`src/rtl/apb_cfg_master_pkg.sv`:
```
// rtl/apb_cfg_master_pkg.sv - shared types and constants for the APB command initiator
package apb_cfg_master_pkg;

    typedef enum logic [1:0] {
        IDLE   = 2'd0,
        SETUP  = 2'd1,
        ACCESS = 2'd2,
        RESP   = 2'd3
    } state_t;

    localparam int          DATA_W    = 32;
    localparam logic [31:0] ERR_RDATA = 32'hFFFF_FFFF;

endpackage

```
`src/rtl/apb_cfg_master.sv`:
```
// rtl/apb_cfg_master.sv - single-outstanding command to APB3 initiator with wait-state timeout
module apb_cfg_master
    import apb_cfg_master_pkg::*;
#(
    parameter int ADDR_W  = 4,
    parameter int TIMEOUT = 16
) (
    input  logic              clk,
    input  logic              rstn,
    input  logic              cmd_valid,
    output logic              cmd_ready,
    input  logic              cmd_write,
    input  logic [ADDR_W-1:0] cmd_addr,
    input  logic [31:0]       cmd_wdata,
    output logic              rsp_valid,
    input  logic              rsp_ready,
    output logic [31:0]       rsp_rdata,
    output logic              rsp_err,
    output logic [ADDR_W-1:0] apb_master_paddr,
    output logic              apb_master_psel,
    output logic              apb_master_penable,
    output logic              apb_master_pwrite,
    output logic [31:0]       apb_master_pwdata,
    input  logic [31:0]       apb_master_prdata,
    input  logic              apb_master_pready,
    input  logic              apb_master_pslverr
);

    localparam int               CNT_W   = (TIMEOUT > 0) ? $clog2(TIMEOUT + 1) : 1;
    localparam logic [CNT_W-1:0] CNT_TMO = CNT_W'(TIMEOUT);
    localparam logic [CNT_W-1:0] CNT_SAT = {CNT_W{1'b1}};

    state_t              state_q, state_d;
    logic                rst_done_q;
    logic                cmd_write_q;
    logic [ADDR_W-1:0]   cmd_addr_q;
    logic [DATA_W-1:0]   cmd_wdata_q;
    logic [DATA_W-1:0]   rsp_rdata_q, rsp_rdata_d;
    logic                rsp_err_q, rsp_err_d;
    logic                psel_q, penable_q;
    logic [CNT_W-1:0]    wait_cnt_q;
    logic                load_cmd;
    logic                timeout_hit;

    assign timeout_hit = (TIMEOUT != 0) && (wait_cnt_q == CNT_TMO);

    always_comb begin
        state_d     = state_q;
        load_cmd    = 1'b0;
        rsp_rdata_d = rsp_rdata_q;
        rsp_err_d   = rsp_err_q;
        case (state_q)
            IDLE: begin
                if (cmd_valid && rst_done_q) begin
                    load_cmd = 1'b1;
                    if (cmd_addr[1:0] != 2'b00) begin
                        state_d     = RESP;
                        rsp_rdata_d = ERR_RDATA;
                        rsp_err_d   = 1'b1;
                    end else begin
                        state_d = SETUP;
                    end
                end
            end
            SETUP: state_d = ACCESS;
            ACCESS: begin
                // A completing slave wins over a timeout landing on the same cycle.
                if (apb_master_pready) begin
                    state_d   = RESP;
                    rsp_err_d = apb_master_pslverr;
                    if (cmd_write_q)
                        rsp_rdata_d = '0;
                    else if (apb_master_pslverr)
                        rsp_rdata_d = ERR_RDATA;
                    else
                        rsp_rdata_d = apb_master_prdata;
                end else if (timeout_hit) begin
                    state_d     = RESP;
                    rsp_rdata_d = ERR_RDATA;
                    rsp_err_d   = 1'b1;
                end
            end
            RESP: begin
                if (rsp_ready)
                    state_d = IDLE;
            end
            default: state_d = IDLE;
        endcase
    end

    always_ff @(posedge clk or negedge rstn) begin
        if (!rstn) begin
            state_q    <= IDLE;
            rst_done_q <= 1'b0;
            psel_q     <= 1'b0;
            penable_q  <= 1'b0;
        end else begin
            state_q    <= state_d;
            rst_done_q <= 1'b1;
            psel_q     <= (state_d == SETUP) || (state_d == ACCESS);
            penable_q  <= (state_d == ACCESS);
        end
    end

    always_ff @(posedge clk or negedge rstn) begin
        if (!rstn) begin
            cmd_write_q <= 1'b0;
            cmd_addr_q  <= '0;
            cmd_wdata_q <= '0;
            rsp_rdata_q <= '0;
            rsp_err_q   <= 1'b0;
        end else begin
            if (load_cmd) begin
                cmd_write_q <= cmd_write;
                cmd_addr_q  <= cmd_addr;
                cmd_wdata_q <= cmd_wdata;
            end
            rsp_rdata_q <= rsp_rdata_d;
            rsp_err_q   <= rsp_err_d;
        end
    end

    // ACCESS is only ever entered from SETUP, so SETUP is where the count restarts.
    always_ff @(posedge clk or negedge rstn) begin
        if (!rstn) begin
            wait_cnt_q <= '0;
        end else if (state_q == SETUP) begin
            wait_cnt_q <= '0;
        end else if (state_q == ACCESS && !apb_master_pready && wait_cnt_q != CNT_SAT) begin
            wait_cnt_q <= wait_cnt_q + 1'b1;
        end
    end

    assign cmd_ready          = rst_done_q && (state_q == IDLE);
    assign rsp_valid          = (state_q == RESP);
    assign rsp_rdata          = rsp_rdata_q;
    assign rsp_err            = rsp_err_q;
    assign apb_master_paddr   = cmd_addr_q;
    assign apb_master_psel    = psel_q;
    assign apb_master_penable = penable_q;
    assign apb_master_pwrite  = cmd_write_q;
    assign apb_master_pwdata  = cmd_wdata_q;

endmodule

```
`config.mk`:
```
export PLATFORM = sky130hd
export DESIGN_NAME = apb_cfg_master
export DESIGN_NICKNAME = d
export VERILOG_FILES = /design/src/rtl/apb_cfg_master_pkg.sv /design/src/rtl/apb_cfg_master.sv
export SDC_FILE = /design/constraint.sdc
export NUM_CORES = 1
export LEC_CHECK = 0
export CAP_MARGIN = 40
export CORE_ASPECT_RATIO = 1.2
export CORE_MARGIN = 2
export CORE_UTILIZATION = 40
export CTS_BUF_LIST = sky130_fd_sc_hd__clkbuf_4 sky130_fd_sc_hd__clkbuf_8
export DETAILED_ROUTE_END_ITERATION = 10
export GPL_ROUTABILITY_DRIVEN = 0
export GPL_TIMING_DRIVEN = 1
export PLACE_DENSITY = 0.86
export SYNTH_ARGS = -nofsm -noshare
export SYNTH_HDL_FRONTEND = slang
export SYNTH_SLANG_ARGS = --single-unit
```
`constraint.sdc`:
```
create_clock -name clk -period 1.55 [get_ports clk]
set_input_delay 0.465 -clock clk [delete_from_list [all_inputs] [get_ports clk]]
set_output_delay 0.465 -clock clk [all_outputs]
set_load 0.1 [all_outputs]
```
==> results.yml, run 1 <==
# generated from flow reports
yosys:
  synth-main-ff-cell: "dfrtp_1"
  yosys.stat.seqShare: 0.5745
  ys_ff: 80
  syn_area_per_cell_um2: 12.14
  aoi_share: 0.1691
  postSynthCellCount: 287
  yosys_area_mm2: 0.003485
finish:
  layout-drive-gt1-share: 0.4873
  layout_top_cell: "buf_12"
  logic_area_mm2: 0.001644
  n_all_buffers: 194
  area_growth_pct: 97.52
  n_sequential_cell: 80
  comb_area_frac: 0.2389
  n_fill_cell: 483
  nonClkBufAreaFrac: 0.4128
flow_run:
  tool_warnings: 30
  drv_cap: 0
sta:
  setup_viol: 77
  hold_viol: 0
  setup_ws_ps: -258.2
  final.min_clock_period_ps: 1808
route:
  drc: 0
  vias_per_cell: 5.320
  met2_length_mm: 6.806
  vias: 3144
  first_iter_violations: 148
worst_setup_path:
  cp-end-kind: "flip-flop"
  r2r-end: "apb_master_pwdata[31]"
  crit_type: "flip-flop to flip-flop"
placed_design:
  pre_cts_slack_ps: -416.3
grt:
  grt_overflow: 0
status:
  violations: "setup timing"
  outcome: "finished, violations left"
clocking:
  clk_pin_slew_worst_paths_ps: 90
  clock_sinks: 80
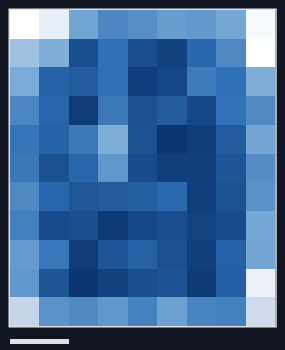
run_1/cell_density.png
Scale bar: 20 um. The die is cut into 9 by 11 equal tiles; white is low, dark blue is high, 0 to 100% covered.
nearly empty tiles: 2.0%
fullest tile: 98%
tiles over 75% full: 52%
mean over tiles: 71%
fp util: 0.4091
Core Region: 0.008518 mm2

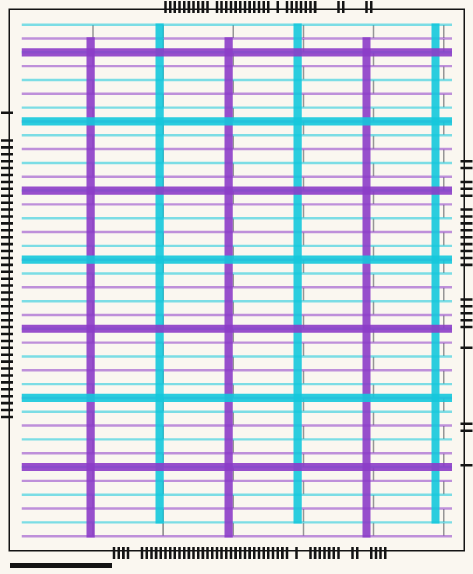
run_1/power_grid.png
Scale bar: 20 um. Pins as bars on the die edge. Tap cells in grey.
[cyan] VDD
[purple] VSS
tap cells: 117
met5 straps: 7
Die Span Y: 106.2 um
Die Width: 89.21 um

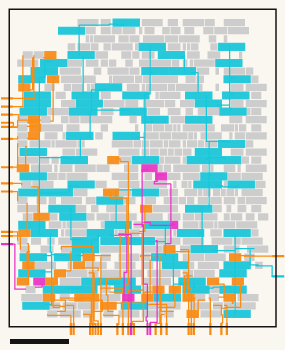
run_1/io_fan.png
Scale bar: 20 um.
[orange] cmd_wdata | direction: input | end cells: 32 | buffers: 32 | wire: 855 um
[cyan] rstn | direction: input | end cells: 80 | buffers: 2 | wire: 578 um
[magenta] cmd_addr | direction: input | end cells: 5 | buffers: 4 | wire: 222 um
Buffers on Ports: 148
# IOs: 149

==> run 2, diff against run 1 <==
CAP_MARGIN = 10   (was 40)
CORE_ASPECT_RATIO = unset   (was 1.2)
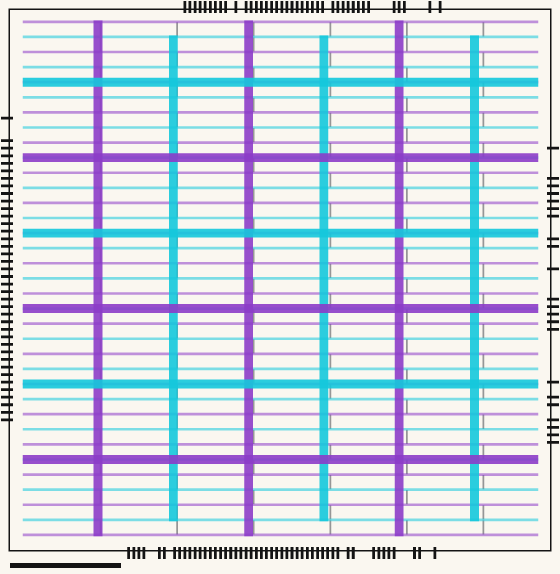
run_2/power_grid.png
Scale bar: 20 um. Pins as bars on the die edge. Tap cells in grey.
[cyan] VDD
[purple] VSS
met1 rails: 35
rows: 34
tap cells: 108
signal pins: 149
met4 straps: 6
Die Width: 97.34 um
Core Region: 0.008593 mm2

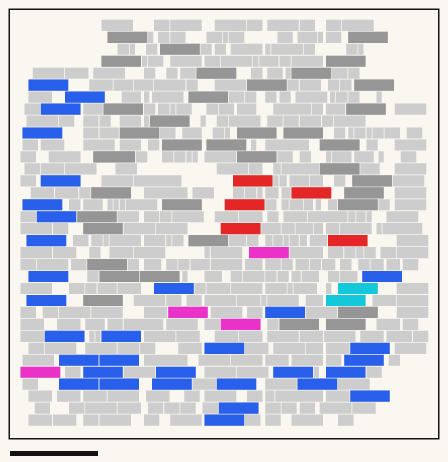
run_2/flops_by_reg.png
Scale bar: 20 um.
[cyan] state_q | placed flops: 2
[red] wait_cnt_q | placed flops: 5 | where: centre
[blue] apb_master_pwdata | placed flops: 32
[magenta] apb_master_paddr | placed flops: 4 | where: bottom centre
not coloured: 37

==> run 2 against run 1 <==
Against the previous run:
- the flow still finishes with violations (setup timing)
- non-clock buffer count fell by 7
- sequential share of layout area rose by 0.36 points
- register-to-register slack improved by 90 ps
- worst hold slack got worse by 95 ps
- utilization fell by 1.7 points
- fmax rose by 4.8%
==> results.yml, run 2 <==
# generated from flow reports
sta:
  maxSlewViolCount: 0
  setup_viol: 76
  final.min_clock_period_ps: 1726
  fin_tns_setup_ps: -7865
  hold_viol: 0
  setup_ws_ps: -175.8
finish:
  layout_top_cells: "buf_12 (82), dfrtp_1 (79), clkdlybuf4s50_1 (72)"
  comb_area_frac: 0.2462
  n_sequential_cell: 80
  n_all_inverters: 7
  n_all_buffers: 187
  logic_area_mm2: 0.001673
  n_fill_cell: 466
  nonClkBufAreaFrac: 0.4023
  area_growth_pct: 95.01
  seq_share: 0.2948
  layout-drive-gt1-share: 0.4399
die:
  io_pins: 149
  rows: 34
  fp_util: 0.4055
yosys:
  synth-main-ff-cell: "dfrtp_1"
  synth.top_cells.by_count: "dfrtp_1 (80), mux2_2 (37), nor2_1 (36), a22oi_1 (34), o21bai_1 (32)"
  yosys_area_mm2: 0.003485
  yosys.stat.seqShare: 0.5745
  xor_share: 0
  ys_ff: 80
  synth_area_mm2: 0.003485
  async_reset_ff_frac: 1.000
  syn_area_per_cell_um2: 12.14
  aoi_share: 0.1691
  postSynthCellCount: 287
clocking:
  clk_pin_slew_worst_paths_ps: 80
  cts_max_level: 3
  hold_buffers: 0
  clock_sinks: 80
  cts-root-buf: "clkbuf_8"
worst_setup_path:
  cp-end-kind: "output pin"
  r2r-end: "rsp_rdata[7]"
  worstPathRequired_ps: 1080
  cp.depth: 3
  path_cells: "nor2_2 > and2_4 > buf_12"
  crit_type: "flip-flop to output pin"
route:
  met2_length_mm: 6.504
  vias: 3117
  drc: 0
  first_iter_violations: 93
  vias_per_cell: 5.430
placed_design:
  pre_cts_slack_ps: -399.6
  port_buffers: 148
status:
  violations: "setup timing"
  outcome: "finished, violations left"
grt:
  grt_start_max_net_pins: 49
  grt_overflow: 0
  grtUsageMet1: 0.2706
flow_run:
  tool_warnings: 30
  drv_cap: 0
==> run 3, diff against run 2 <==
CORE_ASPECT_RATIO = 0.5   (was unset)
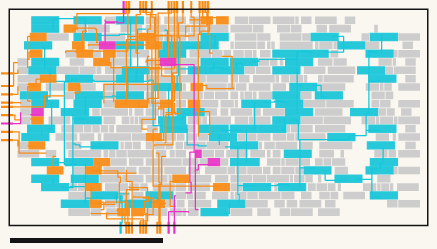
run_3/io_fan.png
Scale bar: 50 um.
[cyan] rstn | direction: input | end cells: 80 | buffers: 5 | wire: 689 um
[magenta] cmd_addr | direction: input | end cells: 5 | buffers: 4 | wire: 137 um
[orange] cmd_wdata | direction: input | end cells: 32 | buffers: 32 | wire: 1190 um

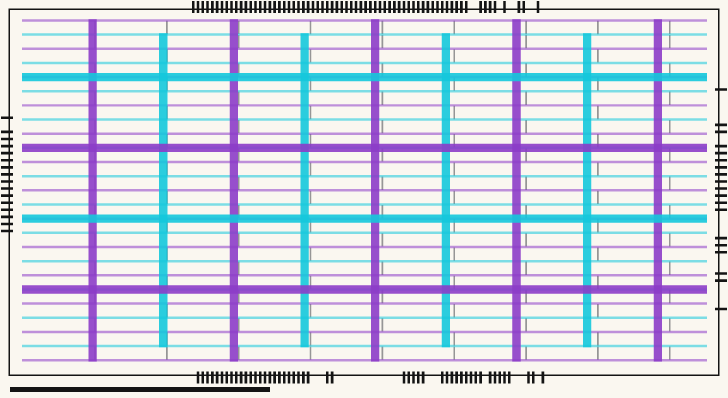
run_3/power_grid.png
Scale bar: 50 um. Pins as bars on the die edge. Tap cells in grey.
[purple] VSS
[cyan] VDD
rows: 24
signal pins: 149
tap cells: 117
met1 rails: 25
met4 straps: 9

==> run 3 against run 2 <==
Against the previous run:
- flip-flop count unchanged
- critical path type is now flip-flop to flip-flop
- worst hold slack improved by 500 ps
- non-clock buffer count up 9
- worst setup slack lost 46 ps
- routed wire length rose by 25%
- clock skew is 2.0 ps higher
- global-route usage up 2.0 points
- the flow still finishes with violations (setup timing)
- utilization up 3.3 points
- synthesized cell count is the same
- via count grew 9.6%
==> results.yml, run 3 <==
# generated from flow reports
worst_setup_path:
  cp.depth: 5
  crit_type: "flip-flop to flip-flop"
  worstPathRequired_ps: 1820
  r2r-end: "apb_master_pwdata[7]"
  path_cells: "buf_4 > and4bb_4 > buf_6 > bufbuf_16 > mux2_2"
  cp-end-kind: "flip-flop"
placed_design:
  port_buffers: 148
  pre_cts_slack_ps: -405.9
status:
  outcome: "finished, violations left"
  violations: "setup timing"
clocking:
  hold_buffers: 1
  clk_pin_slew_worst_paths_ps: 90
sta:
  final.min_clock_period_ps: 1772
  hold_viol: 0
  fin_tns_setup_ps: -10690
  setup_ws_ps: -222.0
  setup_viol: 80
route:
  first_iter_violations: 246
  vias: 3415
  met2_length_mm: 7.441
  vias_per_cell: 5.749
finish:
  nonClkBufAreaFrac: 0.4108
  seq_share: 0.2835
  n_all_buffers: 196
  n_all_inverters: 7
  n_sequential_cell: 80
yosys:
  yosys.stat.seqShare: 0.5745
  syn_area_per_cell_um2: 12.14
  ys_ff: 80
  synth_area_mm2: 0.003485
die:
  coreArea_mm2: 0.008588
grt:
  grt_overflow: 0
